Run 1, I/O nets highlighted:
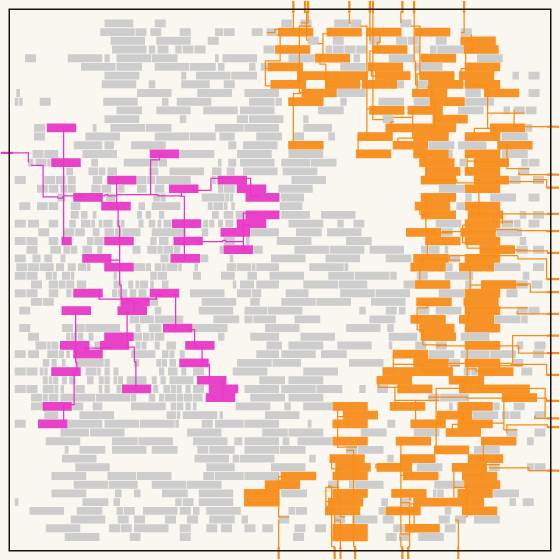
Run 1, sequential cells grouped by signal name:
Other sequential cells in the stronger grey, the rest of the logic in the fainter grey.
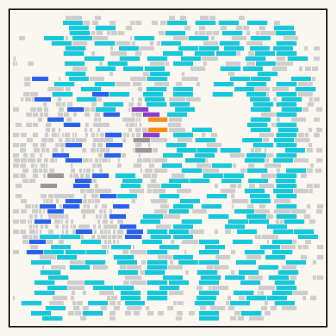
Run 1, the metal 3 layer:
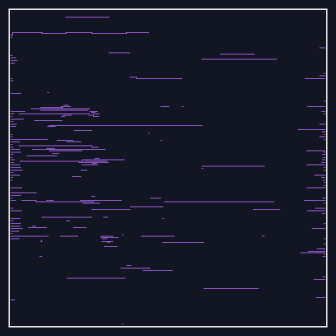
Run 1, signal metal coverage by tile:
34 x 34 tiles, from black (low) to pale yellow (high), scaled to the fullest tile. Values are wire area over tile area, all layers added.
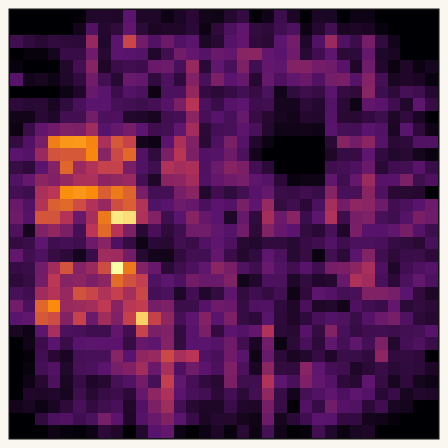
[config.mk]
export PLATFORM = sky130hd
export DESIGN_NAME = fetch
export DESIGN_NICKNAME = d
export VERILOG_FILES = /design/src/rtl/fetch_pkg.sv /design/src/rtl/fetch_inst_fifo.sv /design/src/rtl/fetch.sv
export SDC_FILE = /design/constraint.sdc
export NUM_CORES = 1
export LEC_CHECK = 0
export CORE_UTILIZATION = 43
export DETAILED_ROUTE_END_ITERATION = 7
export GPL_ROUTABILITY_DRIVEN = 1
export PLACE_DENSITY_LB_ADDON = 0.12
export SLEW_MARGIN = 10
export SYNTH_ARGS = -nofsm -noshare
export SYNTH_HDL_FRONTEND = slang
export SYNTH_SLANG_ARGS = --single-unit
[constraint.sdc]
create_clock -name clk -period 4 [get_ports clk]
set_input_delay 0.8 -clock clk [delete_from_list [all_inputs] [get_ports clk]]
set_output_delay 0.8 -clock clk [all_outputs]
set_load 0.05 [all_outputs]
[src/rtl/fetch_pkg.sv]
// Shared CPU definitions used by the fetch stage and its instruction buffer.
package fetch_pkg;

    localparam logic [31:0] FETCH_RESET_PC = 32'h0000_0000;
    localparam logic [31:0] INSN_NOP       = 32'h0000_0013;

    typedef enum logic [1:0] {
        ST_IDLE = 2'd0,
        ST_WAIT = 2'd1,
        ST_DROP = 2'd2
    } fetch_state_e;

    // Instruction addresses are word aligned; the two low bits of a target are ignored.
    function automatic logic [31:0] align_pc(input logic [31:0] addr);
        return addr & 32'hFFFF_FFFC;
    endfunction

endpackage

[src/rtl/fetch_inst_fifo.sv]
// Instruction buffer: power-of-two circular FIFO with a synchronous flush.
// The head word reads as zero while the buffer is empty.
module inst_fifo #(
    parameter int unsigned WIDTH = 64,
    parameter int unsigned DEPTH = 4,
    localparam int unsigned PTR_W = $clog2(DEPTH),
    localparam int unsigned CNT_W = $clog2(DEPTH + 1)
) (
    input  logic             clk_i,
    input  logic             rst_ni,
    input  logic             flush_i,
    input  logic             push_i,
    input  logic [WIDTH-1:0] data_i,
    input  logic             pop_i,
    output logic [WIDTH-1:0] data_o,
    output logic [CNT_W-1:0] count_o
);

    logic [WIDTH-1:0] mem_q [DEPTH];
    logic [PTR_W-1:0] wr_q;
    logic [PTR_W-1:0] rd_q;
    logic [CNT_W-1:0] cnt_q;

    // Storage array; no reset needed since the head is masked while empty.
    always_ff @(posedge clk_i) begin
        if (push_i && !flush_i) begin
            mem_q[wr_q] <= data_i;
        end
    end

    // Pointers wrap naturally because DEPTH is a power of two.
    always_ff @(posedge clk_i or negedge rst_ni) begin
        if (!rst_ni) begin
            wr_q  <= '0;
            rd_q  <= '0;
            cnt_q <= '0;
        end else if (flush_i) begin
            wr_q  <= '0;
            rd_q  <= '0;
            cnt_q <= '0;
        end else begin
            if (push_i) begin
                wr_q <= wr_q + PTR_W'(1);
            end
            if (pop_i) begin
                rd_q <= rd_q + PTR_W'(1);
            end
            if (push_i && !pop_i) begin
                cnt_q <= cnt_q + CNT_W'(1);
            end else if (!push_i && pop_i) begin
                cnt_q <= cnt_q - CNT_W'(1);
            end
        end
    end

    assign data_o  = (cnt_q != '0) ? mem_q[rd_q] : '0;
    assign count_o = cnt_q;

endmodule

[src/rtl/fetch.sv]
// Instruction fetch stage: owns the PC and a single-outstanding-request
// memory FSM, and feeds decode from a small instruction buffer.
module fetch
    import fetch_pkg::*;
#(
    parameter logic [31:0] RESET_PC   = FETCH_RESET_PC,
    parameter int unsigned FIFO_DEPTH = 4
) (
    input  logic        clk,
    input  logic        rst,
    input  logic        jmp_en,
    input  logic [31:0] jmp_addr,
    input  logic        clr,
    output logic        imem_req,
    output logic [31:0] imem_addr,
    input  logic        imem_valid,
    input  logic [31:0] imem_data,
    output logic        ins_valid,
    output logic [31:0] ins,
    output logic [31:0] ins_addr,
    input  logic        ins_ready
);

    localparam int unsigned CNT_W = $clog2(FIFO_DEPTH + 1);

    fetch_state_e     state_q;
    logic [31:0]      pc_q;
    logic             redirect;
    logic [31:0]      target;
    logic             push;
    logic             pop;
    logic [63:0]      head;
    logic [CNT_W-1:0] fifo_cnt;

    assign redirect = jmp_en | clr;
    assign target   = align_pc(jmp_addr);

    // Requests go out combinationally so the first fetch leaves in the very
    // cycle reset is released; reset itself masks the strobe.
    assign imem_req  = rst && (state_q == ST_IDLE) && (fifo_cnt < CNT_W'(FIFO_DEPTH)) && !redirect;
    assign imem_addr = pc_q;

    assign push      = (state_q == ST_WAIT) && imem_valid && !redirect;
    assign ins_valid = (fifo_cnt != '0) && !redirect;
    assign pop       = ins_valid && ins_ready;
    assign ins       = head[31:0];
    assign ins_addr  = head[63:32];

    // Request FSM and PC: a redirect always wins; a response still in flight
    // at redirect time must be swallowed in DROP.
    always_ff @(posedge clk or negedge rst) begin
        if (!rst) begin
            state_q <= ST_IDLE;
            pc_q    <= RESET_PC;
        end else begin
            unique case (state_q)
                ST_IDLE: begin
                    if (redirect) begin
                        pc_q <= target;
                    end else if (imem_req) begin
                        state_q <= ST_WAIT;
                    end
                end
                ST_WAIT: begin
                    if (redirect) begin
                        pc_q    <= target;
                        state_q <= imem_valid ? ST_IDLE : ST_DROP;
                    end else if (imem_valid) begin
                        pc_q    <= pc_q + 32'd4;
                        state_q <= ST_IDLE;
                    end
                end
                ST_DROP: begin
                    if (redirect) begin
                        pc_q <= target;
                    end else if (imem_valid) begin
                        state_q <= ST_IDLE;
                    end
                end
                default: state_q <= ST_IDLE;
            endcase
        end
    end

    inst_fifo #(
        .WIDTH (64),
        .DEPTH (FIFO_DEPTH)
    ) u_inst_fifo (
        .clk_i   (clk),
        .rst_ni  (rst),
        .flush_i (redirect),
        .push_i  (push),
        .data_i  ({pc_q, imem_data}),
        .pop_i   (pop),
        .data_o  (head),
        .count_o (fifo_cnt)
    );

endmodule
==> flow_metrics.env, run 1 <==
# implementation run metrics
export IMPL_grt_pass1_wl_um=40600
export IMPL_dr_pass1_iters=5
export IMPL_worstPathRequired_ns=3.20
export IMPL_finClkSkew_ns=0.00862
export IMPL_lay_top_count="edfxtp_1"
export IMPL_crit_end="ins[13]"
export IMPL_setup_viol=0
export IMPL_max_freq_ghz=0.272
export IMPL_rsz0062_at_grt="no"
export IMPL_grt_pass1_vias=7211
export IMPL_crit_cells=4
export IMPL_ios=168
export IMPL_area_growth_pct=26.1
export IMPL_clkTransAtPathRegs_ns=0.06
export IMPL_critPathMaxFanout=33
export IMPL_final_max_slew_viol_count=0
export IMPL_synth_adder_area_share_pct=0.691
export IMPL_min_period_over_period_pct=92.0
export IMPL_use_met1_pct=25.9
export IMPL_coreArea_um2=27100
export IMPL_grt_busiest_layer="met2"
export IMPL_power_density_nw_per_um2=449
export IMPL_critPathTopFamily="buffers and inverters"
export IMPL_maxCapViolCount=0
export IMPL_clockBufferDepth=3
export IMPL_max_slew_margin_pct=30.4
export IMPL_routedWlPerCell_um=20.6
export IMPL_cts_setup_buffers=0
export IMPL_grt_overflow=0
export IMPL_r2r_start="imem_addr[2]"
export IMPL_ys_seq_share_pct=70.5
export IMPL_tightest_slew_ns=1.04
export IMPL_ys_sh_aoi_pct=5.42
export IMPL_synthesis_area_um2=12000
export IMPL_async_reset_ff_share_pct=13.6
export IMPL_register_area_um2=8430
export IMPL_fillers=2133
export IMPL_crit_path_top_delay_cell="dfrtp_4"
export IMPL_cts_tree="done"
export IMPL_top_logic_kind="multiplexers"
export IMPL_peakVddDrop_v=0.000288
export IMPL_syn_area_per_cell_um2=17.4
export IMPL_wl_met1_um=11300
export IMPL_ff_type="edfxtp_1"
export IMPL_layout_top_cells="edfxtp_1, clkdlybuf4s50_1, mux4_2, nor2b_1, dfrtp_1"
export IMPL_routed_top_layer="met4"
export IMPL_hpwlAfterDp_um=15900
export IMPL_final_area_um2=15100
export IMPL_antenna_cells=0
export IMPL_vias_per_cell=5.58
export IMPL_drt_iter0_markers=517
export IMPL_dieArea_um2=28500
export IMPL_synth_cells=686
export IMPL_worstReg2RegEnd="imem_addr[26]"
export IMPL_path_buffers=2
export IMPL_critPathKind="reg -> out"
export IMPL_io_buffers=161
export IMPL_finalWeightedCongestion=0.827
export IMPL_met2_length_um=12600
export IMPL_largest_register="u_inst_fifo.mem_q"
export IMPL_crit_path_end_kind="primary output"
export IMPL_finalCriticalPeriod_ns=3.68
export IMPL_status="completed"
export IMPL_ctsHoldBuffers=0
export IMPL_drc=0
export IMPL_grtUsageTotal_pct=18.5
export IMPL_reg2reg_slack_ns=1.45
export IMPL_clk_insertion_delay_late_ns=0.53
export IMPL_cts_max_level=1
export IMPL_hold_class="in -> async"
export IMPL_cts_buffers=29
export IMPL_critPathLaunchType="register"
export IMPL_largest_reg_flops=248
export IMPL_clock_sinks=287
export IMPL_antenna_found_initial=0
export IMPL_cts_resized=0
export IMPL_cpPeakStageDelay_ns=0.80
export IMPL_drive_above_1_share_pct=16.9
export IMPL_synth_area_mux_share_pct=11.8
export IMPL_edf_count=248
export IMPL_grt_max_degree=63
export IMPL_ant_nets=0
export IMPL_ys_cells=686
export IMPL_yosysWarnings=0
export IMPL_synth_cellmix_xorXnorShare_pct=0.293
export IMPL_initCoreUtil_pct=44.1
export IMPL_synth_flops=287
export IMPL_p_leak_nw=4.79
export IMPL_ys_chip_area_um2=12000
export IMPL_simple_gate_area_share_pct=9.27
export IMPL_ys_types=65
export IMPL_setup_tns_ns=0
export IMPL_met3_wirelength_um=1520
export IMPL_cp_startpoint="u_inst_fifo.rd_q[1]"
export IMPL_die_y_um=169
export IMPL_placed_area_um2=14100
export IMPL_reg2reg_depth=5
export IMPL_nets=931
export IMPL_num_rows=60
export IMPL_crit_arrival_ns=2.88
export IMPL_warnings=31
export IMPL_cts_root_buf="clkbuf_16"
export IMPL_path_cells="buf_4 > mux4_2 > nor2b_1 > clkdlybuf4s50_1"
export IMPL_dieWidth_um=169
export IMPL_hold_viol_final=0
export IMPL_combGateArea_um2=3330
export IMPL_power_total_mw=6.77
export IMPL_met2_usage_pct=30.5
Back to the opening pictures, 'I/O nets highlighted':
rst: drawn in magenta, bits 1, direction input, end cells 40, buffers 2, wire 381 um. imem_data: drawn in orange, bits 32, direction input, end cells 128, buffers 32, wire 1,650 um.

Back to the opening pictures, 'sequential cells grouped by signal name':
imem_addr: drawn in blue, sequential cells 30. u_inst_fifo.mem_q: drawn in cyan, sequential cells 248, where all over the die. u_inst_fifo.rd_q: drawn in orange, sequential cells 2. u_inst_fifo.count_o: drawn in purple, sequential cells 3.

Back to the opening pictures, 'the metal 3 layer':
The layer carries 1,520 um of wire. 152 nets have wire on it.
grt met3 use: 3.30%
final WL: 25,800 um
via count: 6,971

Back to the opening pictures, 'signal metal coverage by tile':
The fullest tile reaches 0.67. 7.0% of the tiles are nearly empty. The mean over all tiles is 0.14. 4.9% of the tiles are over half the peak. The densest ninth of the die: west.

run 1: per-stage QoR:
| stage | cells | util, % | worst slack, ns | hold slack [ns] |
|---|---|---|---|---|
| after floorplan | 689 | - | 0.550 | 0.498 |
| after global placement | 1196 | 52.0 | 0.842 | 0.532 |
| after detailed placement | 1196 | 52.0 | 0.827 | 0.550 |
| after CTS | 1249 | 55.6 | 0.250 | 0.358 |
| after global routing | 1249 | 55.6 | 0.177 | 0.400 |
| final | 1249 | 55.6 | 0.320 | 0.366 |
run 1: cells in the mapped netlist (10+ instances only):
cell,count,area [um2]
a21oi_1,15,75.1
a211oi_1,10,75.1
nor2_1,20,75.1
dfrtp_1,39,976
edfxtp_1,248,7450
clkbuf_1,21,78.8
buf_2,19,95.1
nand3_1,16,80.1
o21ai_0,13,65.1
nor3_1,10,50.1
mux4_2,62,1400
and3_1,10,62.6
nand2_1,19,71.3
nor2b_1,62,388
run 1: power by group:
part | internal, mW | switching, mW
clock | 1.67 | 1.06
sequential | 3.31 | 0.107
combinational | 0.233 | 0.387
run 1: worst reg2reg max path, delay by kind of cell (launching register included):
kind	cells	cell delay, ns
compound gates	2	0.52
simple gates	2	1.08
flops	1	0.53
fa+ha+maj	1	0.31
run 1: worst min-delay path by stage:
stage | to | from | slack [ns]
after floorplan | imem_addr[10] | rst | 0.50
after global placement | state_q[0] | state_q[1] | 0.53
after detailed placement | state_q[0] | state_q[1] | 0.55
after CTS | imem_addr[23] | rst | 0.36
after global routing | imem_addr[23] | rst | 0.40
final | imem_addr[23] | rst | 0.37
run 1: layout make-up:
type	count	area share [%]
Timing Repair Buffer	181	12.3
Clock inverter	7	0.556
Multi-Input combinational cell	351	22.1
Inverter	5	0.124
Tap cell	372	3.09
Sequential cell	287	55.9
Clock buffer	46	5.99
==> run 2: changes to the inputs <==
--- a/config.mk
+++ b/config.mk
@@ -8,6 +8,7 @@
 export CORE_UTILIZATION = 43
 export DETAILED_ROUTE_END_ITERATION = 7
 export GPL_ROUTABILITY_DRIVEN = 1
+export GPL_TIMING_DRIVEN = 0
 export PLACE_DENSITY_LB_ADDON = 0.12
 export SLEW_MARGIN = 10
 export SYNTH_ARGS = -nofsm -noshare
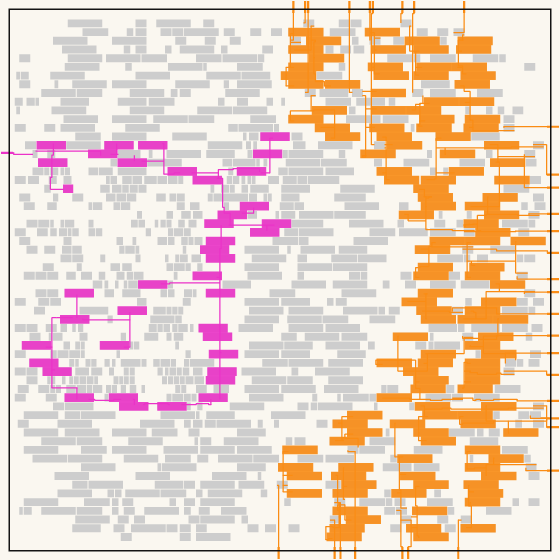
Run 2: I/O nets highlighted
imem_data: drawn in orange, bits 32, direction input, end cells 128, buffers 32, wire 1,630 um. rst: drawn in magenta, bits 1, direction input, end cells 40, buffers 2, wire 344 um.

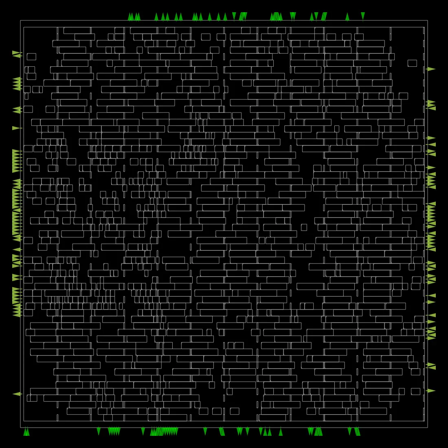
Run 2: placement view
non-filler instance count after layout: 1,283
utilization after layout: 56.6%
sequential cell area share: 54.9%

==> flow_metrics.env, run 2 <==
# implementation run metrics
export IMPL_status="completed"
export IMPL_synthesis_area_um2=12000
export IMPL_setup_ws_ns=0.155
export IMPL_maxCapViolCount=0
export IMPL_die_y_um=169
export IMPL_finalWeightedCongestion=0.877
export IMPL_dr_pass1_iters=5
export IMPL_grt_overflow=0
export IMPL_clk_insertion_delay_late_ns=0.56
export IMPL_synthTopCellsByArea="edfxtp_1, mux4_2, dfrtp_1"
export IMPL_area_growth_pct=28.2
export IMPL_worstReg2RegEnd="u_inst_fifo.mem_q[0][12]"
export IMPL_clock_sinks=287
export IMPL_clockBufferDepth=3
export IMPL_ys_cells=686
export IMPL_top_cell="edfxtp_1"
export IMPL_finalCriticalPeriod_ns=3.85
export IMPL_setup_viol=0
export IMPL_grt_pass1_wl_um=42300
export IMPL_dieArea_um2=28500
export IMPL_ff_type="edfxtp_1"
export IMPL_crit_path_end_kind="primary output"
export IMPL_hold_viol_final=0
export IMPL_peakVddDrop_v=0.000322
export IMPL_io_buffers=161
export IMPL_num_rows=60
export IMPL_ys_chip_area_um2=12000
export IMPL_reg2reg_slack_ns=1.28
export IMPL_crit_arrival_ns=3.05
export IMPL_cts_resized=6
export IMPL_worstPathRequired_ns=3.20
export IMPL_edf_count=248
export IMPL_grt_max_degree=42
export IMPL_cts_tree="done"
export IMPL_rsz0062_at_grt="no"
export IMPL_max_slew_margin_pct=50.0
export IMPL_final_max_slew_viol_count=0
export IMPL_register_area_um2=8420
export IMPL_antenna_found_initial=0
export IMPL_ys_seq_share_pct=70.5
export IMPL_place_inst=1228
export IMPL_vias_per_cell=5.55
export IMPL_initCoreUtil_pct=44.1
export IMPL_hold_class="in -> async"
export IMPL_drive_above_1_share_pct=18.3
export IMPL_warnings=31
export IMPL_min_period_over_period_pct=96.1
export IMPL_ant_nets=0
export IMPL_reg2reg_depth=4
export IMPL_lay_top_count="edfxtp_1"
export IMPL_cts_setup_buffers=0
export IMPL_drt_wl_total_um=27500
export IMPL_routedWlPerCell_um=21.5
export IMPL_clkTransAtPathRegs_ns=0.06
export IMPL_power_density_nw_per_um2=463
export IMPL_fin_hold_ws_ns=0.0821
export IMPL_ios=168
export IMPL_fillers=2143
export IMPL_hpwlAfterDp_um=18000
export IMPL_async_reset_ff_share_pct=13.6
export IMPL_grt_pass1_vias=7383
export IMPL_setup_tns_ns=0
export IMPL_cts_buffers=30
export IMPL_cts_root_buf="clkbuf_16"
export IMPL_grtUsageTotal_pct=19.6
export IMPL_yosysWarnings=0
export IMPL_critPathKind="in -> out"
export IMPL_critPathLaunchType="input port"
export IMPL_ctsHoldBuffers=0
export IMPL_p_leak_nw=4.96
export IMPL_tightest_slew_ns=0.747
export IMPL_synth_top_area_share_pct=62.3
export IMPL_top_cells_by_count="edfxtp_1, mux4_2, nor2b_1"
export IMPL_nets=963
export IMPL_antenna_cells=0
-- run 2: critical path: stages --
cell             delay, ns
clkdlybuf4s50_1       0.48
or2_1                 0.25
clkbuf_1              0.24
clkbuf_2              0.31
nor2_1                0.14
clkdlybuf4s50_1       0.81
-- run 2: routing by layer --
layer | GRT usage [%] | vias up | share of wire, %
li1 | - | 3174 | -
met1 | 27.3 | 3566 | 44
met2 | 32.0 | 330 | 47
met3 | 3.32 | 53 | 6.3
met4 | 5.42 | 0 | 2.4
met5 | 0 | - | 0
-- run 2: where the power goes --
part	internal, mW	leakage (nW)	switching (mW)
Clock	1.91	0.547	1.13
Sequential	3.31	2.70	0.104
Combinational	0.240	1.71	0.399
-- run 2: metrics by stage --
stage               instance area [um2]  total power [mW]
floorplan                         12000              3.82
global placement                  14000              4.10
detailed placement                14200              4.12
CTS                               15300              7.16
global route                      15300              7.33
finish                            15300              7.10
-- run 2: logic make-up after synthesis --
| family | count (synthesis) | share of synthesized area, % |
|---|---|---|
| compound gates | 90 | 5.42 |
| xor+xnor | 4 | 0.293 |
| fa+ha+maj | 6 | 0.691 |
| buf+inv | 51 | 1.99 |
| flops | 287 | 70.5 |
| mux | 64 | 11.8 |
| other cells | 1 | 0.0314 |
| simple gates | 183 | 9.27 |
-- run 2: cell type report --
type	instances	area share (%)
plain buffers	45	1.49
clock buffers	42	5.93
clock inverters	14	1.40
inverters	5	0.122
multi-input cells	351	21.7
flip-flops and latches	287	54.9
well taps	372	3.04
repair buffers	167	11.4
-- run 2: worst max path at each step --
stage | endpoint | start | depth (start not counted)
CTS | ins_valid | clr | 6
floorplan | u_inst_fifo.mem_q[0][0] | clr | 4
global placement | u_inst_fifo.mem_q[3][36] | clr | 5
finish | ins_valid | clr | 6
global route | ins_valid | clr | 6
detailed placement | imem_req | clr | 6
No activity file was given, so power comes from the tool's default toggle rates.
